==> src/rtl/imem_pkg.sv <==
// Shared types and constants for the instruction-memory loader slice.
// The checksum feature is enabled with the IMEM_LOAD_CHECKSUM_EN macro.
package imem_pkg;

  typedef enum logic [1:0] {
    ST_LOAD  = 2'd0,
    ST_CHECK = 2'd1,
    ST_RUN   = 2'd2,
    ST_ERR   = 2'd3
  } imem_state_e;

  // AL-condition AND R0,R0,R0: harmless if the fetch stage runs off the end
  localparam logic [31:0] DEFAULT_NOP_WORD = 32'hE000_0000;

  function automatic int IMEM_ADDR_W(input int depth);
    return (depth <= 1) ? 1 : $clog2(depth);
  endfunction

endpackage

==> src/rtl/imem_array.sv <==
// DEPTH x 32 instruction RAM: one synchronous write port, one combinational
// read port, and an asynchronous reset that fills every word with NOP_WORD.
module imem_array
  import imem_pkg::*;
#(
  parameter int          DEPTH    = 64,
  parameter logic [31:0] NOP_WORD = DEFAULT_NOP_WORD,
  localparam int         AW       = IMEM_ADDR_W(DEPTH)
) (
  input  logic          clk,
  input  logic          rst,
  input  logic          we_i,
  input  logic [AW-1:0] waddr_i,
  input  logic [31:0]   wdata_i,
  input  logic [AW-1:0] raddr_i,
  output logic [31:0]   rdata_o
);

  logic [31:0] mem_q [DEPTH];

  always_ff @(posedge clk or posedge rst) begin
    if (rst) begin
      for (int i = 0; i < DEPTH; i++) begin
        mem_q[i] <= NOP_WORD;
      end
    end else if (we_i) begin
      mem_q[waddr_i] <= wdata_i;
    end
  end

  // Read-before-write: a same-cycle write becomes visible after the edge
  assign rdata_o = mem_q[raddr_i];

endmodule

==> src/rtl/imem_loader.sv <==
// Fills the instruction RAM from a boot word stream, stalls fetch until the
// program is complete, then serves PC-indexed reads. Macro: IMEM_LOAD_CHECKSUM_EN.
module imem_loader
  import imem_pkg::*;
#(
  parameter int          DEPTH    = 64,
  parameter logic [31:0] NOP_WORD = DEFAULT_NOP_WORD,
  localparam int         AW       = IMEM_ADDR_W(DEPTH)
) (
  input  logic        clk,
  input  logic        rst,
  input  logic        reload_i,
  input  logic        load_valid_i,
  output logic        load_ready_o,
  input  logic [31:0] load_data_i,
  input  logic        load_last_i,
  input  logic [31:0] fetch_addr_i,
  output logic [31:0] fetch_inst_o,
  output logic        fetch_stall_o,
  output logic [AW:0] loaded_words_o,
  output logic        err_o
);

  imem_state_e state_q, state_d;
  // The word count doubles as the write pointer; it never exceeds DEPTH
  logic [AW:0] count_q, count_d;
  logic        mem_we;
  logic [31:0] mem_rdata;
  logic        fetch_in_range;

`ifdef IMEM_LOAD_CHECKSUM_EN
  logic [31:0] sum_q, sum_d;
`endif

  always_ff @(posedge clk or posedge rst) begin
    if (rst) begin
      state_q <= ST_LOAD;
      count_q <= '0;
`ifdef IMEM_LOAD_CHECKSUM_EN
      sum_q   <= '0;
`endif
    end else begin
      state_q <= state_d;
      count_q <= count_d;
`ifdef IMEM_LOAD_CHECKSUM_EN
      sum_q   <= sum_d;
`endif
    end
  end

  always_comb begin
    state_d = state_q;
    count_d = count_q;
    mem_we  = 1'b0;
`ifdef IMEM_LOAD_CHECKSUM_EN
    sum_d   = sum_q;
`endif
    // Reload pre-empts everything, including a handshake in the same cycle
    if (reload_i) begin
      state_d = ST_LOAD;
      count_d = '0;
`ifdef IMEM_LOAD_CHECKSUM_EN
      sum_d   = '0;
`endif
    end else begin
      unique case (state_q)
        ST_LOAD: begin
          if (load_valid_i) begin
            mem_we  = 1'b1;
            count_d = count_q + 1'b1;
`ifdef IMEM_LOAD_CHECKSUM_EN
            sum_d   = sum_q + load_data_i;
`endif
            if (load_last_i || (count_q == (AW+1)'(DEPTH - 1))) begin
`ifdef IMEM_LOAD_CHECKSUM_EN
              state_d = ST_CHECK;
`else
              state_d = ST_RUN;
`endif
            end
          end
        end
`ifdef IMEM_LOAD_CHECKSUM_EN
        ST_CHECK: begin
          if (load_valid_i) begin
            state_d = (load_data_i == sum_q) ? ST_RUN : ST_ERR;
          end
        end
`endif
        default: begin
          state_d = state_q;
        end
      endcase
    end
  end

  imem_array #(
    .DEPTH    (DEPTH),
    .NOP_WORD (NOP_WORD)
  ) u_array (
    .clk     (clk),
    .rst     (rst),
    .we_i    (mem_we),
    .waddr_i (count_q[AW-1:0]),
    .wdata_i (load_data_i),
    .raddr_i (fetch_addr_i[AW+1:2]),
    .rdata_o (mem_rdata)
  );

  assign fetch_in_range = (fetch_addr_i < 32'(DEPTH * 4));
  assign fetch_inst_o   = fetch_in_range ? mem_rdata : NOP_WORD;
  assign fetch_stall_o  = (state_q != ST_RUN);
  assign load_ready_o   = (state_q == ST_LOAD) || (state_q == ST_CHECK);
  assign loaded_words_o = count_q;

`ifdef IMEM_LOAD_CHECKSUM_EN
  assign err_o = (state_q == ST_ERR);
`else
  assign err_o = 1'b0;
`endif

endmodule
==> config.mk <==
export PLATFORM = sky130hd
export DESIGN_NAME = imem_loader
export DESIGN_NICKNAME = d
export VERILOG_FILES = /design/src/rtl/imem_pkg.sv /design/src/rtl/imem_array.sv /design/src/rtl/imem_loader.sv
export SDC_FILE = /design/constraint.sdc
export NUM_CORES = 2
export LEC_CHECK = 0
export CORE_MARGIN = 3
export CORE_UTILIZATION = 61
export CTS_CLUSTER_DIAMETER = 200
export DETAILED_ROUTE_END_ITERATION = 12
export PLACE_DENSITY = 0.75
export REMOVE_ABC_BUFFERS = 1
export SYNTH_ARGS = -nofsm -noshare
export SYNTH_HDL_FRONTEND = slang
export SYNTH_SLANG_ARGS = --single-unit
==> constraint.sdc <==
create_clock -name clk -period 103.3 [get_ports clk]
set_input_delay 10.33 -clock clk [delete_from_list [all_inputs] [get_ports clk]]
set_output_delay 10.33 -clock clk [all_outputs]
set_load 0.02 [all_outputs]
**PDN straps and rails**

Pins as bars on the die edge. Tap cells in grey.
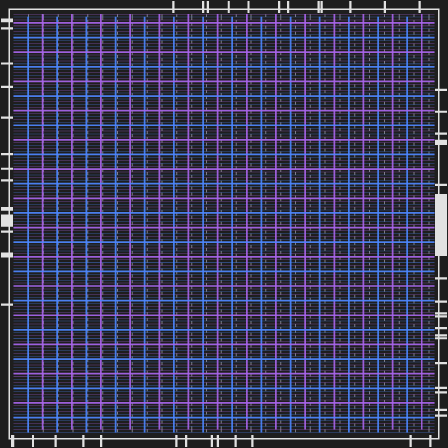
net	colour
VSS	blue
VDD	purple
rows	143
met4 straps	28
met5 straps	28
core box area: 0.152 mm^2
Peak VDD IR: 0.0000168 V

**Clock wires, drivers and flops**

Scale bar: 100 um.
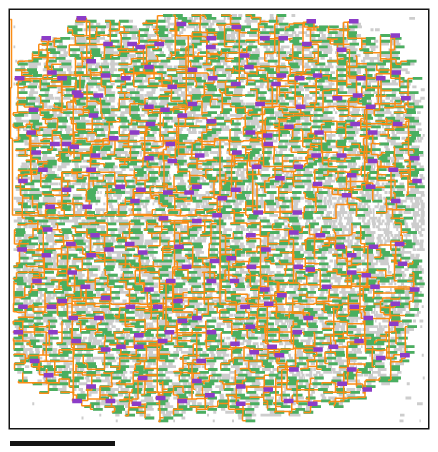
[clock wires] orange | length: 23.8 mm
[flip-flops] green | count: 2,056
[clock drivers] purple | count: 207
flops lie	widely spread

**Clock routing**

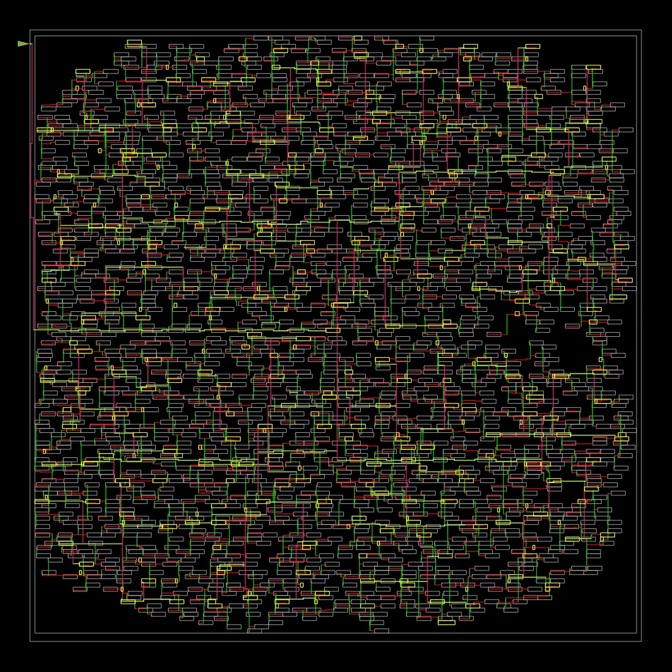
Clock Buffer Count: 340
Flops: 2,056

**Cells coloured by class**

Scale bar: 100 um.
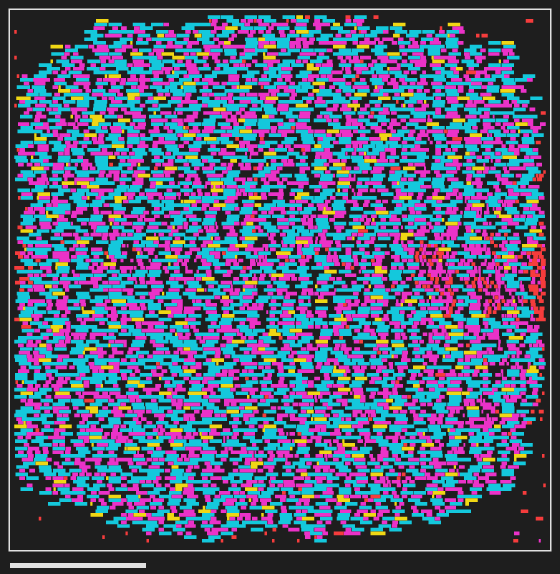
class	colour	cells
combinational and other logic	magenta	3,251
clock drivers and dummy loads	yellow	381
sequential cells	cyan	2,056
remaining buffers and delay cells	red	246

==> out/summary.txt <==
Status - finished, final reports clean
PD cells - 16.2 mW/mm^2
Highest routed layer - met4
Leak pwr - 49.5 nW
Port bufs - 107
Inverters - 8
Repair and plain buffers - 246
GR Layer Usage met3 - 5.46%
First-pass GRT wire length - 366,000 um
Levels on crit path - 10
# setup viols final - 0
Slowest Stage Delay on Critical Path - 0.75 ns
Total of max-cap violations - 0
Unrepaired setup endpoints after global routing - false
Worst Path Arrival - 16.39 ns
Crit-path leading delay family - buffers and inverters
Seq area share - 50.4%
Die height - 398 um
Non-clock buffering overhead - 2.01%
DRT met1 WL - 104,000 um
Die span in x - 398 um
# DRC - 0
Crit path max fanout - 87
Grt peak-use layer - met2
Worst R2R Start - state_q[1]
Comb area leader - multiplexers
CTS H-Tree Depth - 4
Final Hold Vio Count - 0
Post-route cell area - 0.103 mm^2
IO Count - 111
Cell type with the largest total area - dfrtp_1
WL met3 - 16,500 um
Top class by area - registers
CP Buf/Inv Count - 6
Avg WL per Cell - 30.7 um
Dominant flop cell - dfrtp_1
Startpoint types - primary input
Critical path class - primary input to output port
Worst-margin pin slew - 1.26 ns
DRT Wirelength - 245,000 um
Std cell rows - 143
Vias per Instance - 6.68
Mapped Avg Cell Area - 15.9 um^2
Starting DRC count in detailed routing - 4,775
Adder Area Share - 0.0133%
Synth cell types - 60
Ao+oa area frac - 1.77%
Registers, synthesis - 2,056
Critical-path cell list - buf_8 > buf_4 > buf_12 > buf_4 > buf_4 > mux4_2 > mux4_2 > mux2i_1 > o21ai_0 > clkdlybuf4s50_1
TritonCTS clock tree - built
GR Util All Layers - 31.4%
Cell area after placement - 0.0959 mm^2
HP Start - u_array.mem_q[1071]
Cells in synth_stat.txt - 5,914
Reg area - 0.0517 mm^2
Crit path required time - 92.97 ns
Max-area cell share - 49.7%
Async set or reset register ratio after synthesis - 100%
Met2 WL - 116,000 um
# Post-CTS Setup Buffers - 0
Max Clk Rate - 37.4 MHz
Multi-input gates - 3,243
Clk cell area share - 6.47%
Setup_tns - 0 ns
Share of cells above drive strength 1 - 51.9%
Initial antenna violation count - 1
Worst slew margin - 15.7%
Most common cell on crit path - buf_4
Clock Latency Late Sink - 0.83 ns
Seq/Total Area, Yosys - 55.1%
Top area cell types - dfrtp_1 (50%), mux2_2 (22%), mux4_2 (13%)
Skew final - 0.0268 ns
CTS Hold Bufs - 0
Reg2reg path depth - 6
Clock buffer count from CTS - 207
Tcrit/Tclk final - 25.9%
Crit. End Element - output port
Hold depth - 1
Top cell excl fill/tap - dfrtp_1
Synth-to-layout area growth - 9.26%
Ys Warns - 0
Yosys Chip Area - 0.0939 mm^2
Final ANT Viol Nets - 0
Fill cell count - 10,500
CTS resizes - 0
M1 GR Usage - 44.8%
Class of the worst hold path - flip-flop to flip-flop
Flip-flops with a built-in enable - 0
Xor/xnor share - 0.0466%
TAP cells - 2,030
Logic share of the area - 38.6%
Max Root-Sink Buffers - 3
Tool Warnings - 40
Pins Over Slew Limit - 0
CP max stage cell - buf_4
Antenna Diode Count - 0
# clock sinks - 2,056
Final HPWL DP - 133,000 um
Die area - 0.159 mm^2
GR Layer Usage met2 - 49.5%
Critical Path Source - fetch_addr_i[2]
Total congestion overflow - 0
GPL Wtd Cong - 0.803
Vias in the first global route - 55,900
Syn Std Cell Area - 0.0939 mm^2
Simple-Gate Area Share - 1.56%
Largest net degree at the start of global routing - 178
Initial DRT Pass Iterations - 5
Floorplan utilization - 61.6%
Final nets - 5,832
Top cells excl fill/tap - dfrtp_1 (1,864), mux2_2 (1,798), mux4_2 (523)
MUX area fraction - 38.5%
Clock slew at reported path FFs - 0.06 ns
Fin crit period - 26.72 ns
Vias - 53,200
Synth Instances - 5,914
Root buffer cell - clkbuf_16
Multi-input logic area - 0.0396 mm^2
## registers in the layout, summed over array words and instances (netlist names)
name	count
u_array.mem_q	2048
loaded_words_o	7
state_q	1
## through the flow
step | util (%) | hold WS, ns | setup slack (ns) | power [mW] | instances
after detailed placement | 62.9 | 0.469 | 76.37 | 0.939 | 7583
after global placement | 62.9 | 0.462 | 76.39 | 0.936 | 7583
after global routing | 67.3 | 0.493 | 76.11 | 1.71 | 7964
after CTS | 67.3 | 0.482 | 76.36 | 1.67 | 7964
final | 67.3 | 0.478 | 76.58 | 1.66 | 7964
after floorplan | - | 0.452 | 35.21 | 0.895 | 5307
## worst paths after layout
check | end | slack [ns]
max | fetch_inst_o[27] | 76.58
min | u_array.mem_q[1071] | 0.48
max reg2reg | u_array.mem_q[1355] | 99.26
min reg2reg | u_array.mem_q[1071] | 0.48
max in group asynchronous | u_array.mem_q[1493] | 89.06
min in group asynchronous | u_array.mem_q[82] | 10.10
## cells in the mapped netlist, drive strengths merged (4+ instances only)
cell type / number
o31ai: 8
a221o: 7
nand2: 147
o21ai: 27
a21oi: 26
inv: 8
nand3: 34
nor3: 18
a22oi: 25
buf: 343
o2111a: 6
and2: 6
mux2: 2065
a221oi: 42
o211ai: 6
dfstp: 192
o311ai: 6
nor4: 6
clkbuf: 264
o2111ai: 7
a211o: 6
a32oi: 8
a31oi: 12
nor2b: 15
o22ai: 21
dfrtp: 1864
mux4: 523
nand4: 12
nor2: 46
a21o: 4
o32a: 4
mux2i: 111
nand2b: 21
nand3b: 4
## report_power, final
part	internal [mW]	switching, mW	total [mW]
combinational	0.0344	0.0592	0.0936
sequential	0.823	0.00780	0.830
clock	0.422	0.311	0.733
total	1.28	0.378	1.66
Power and IR drop assume default switching activity.
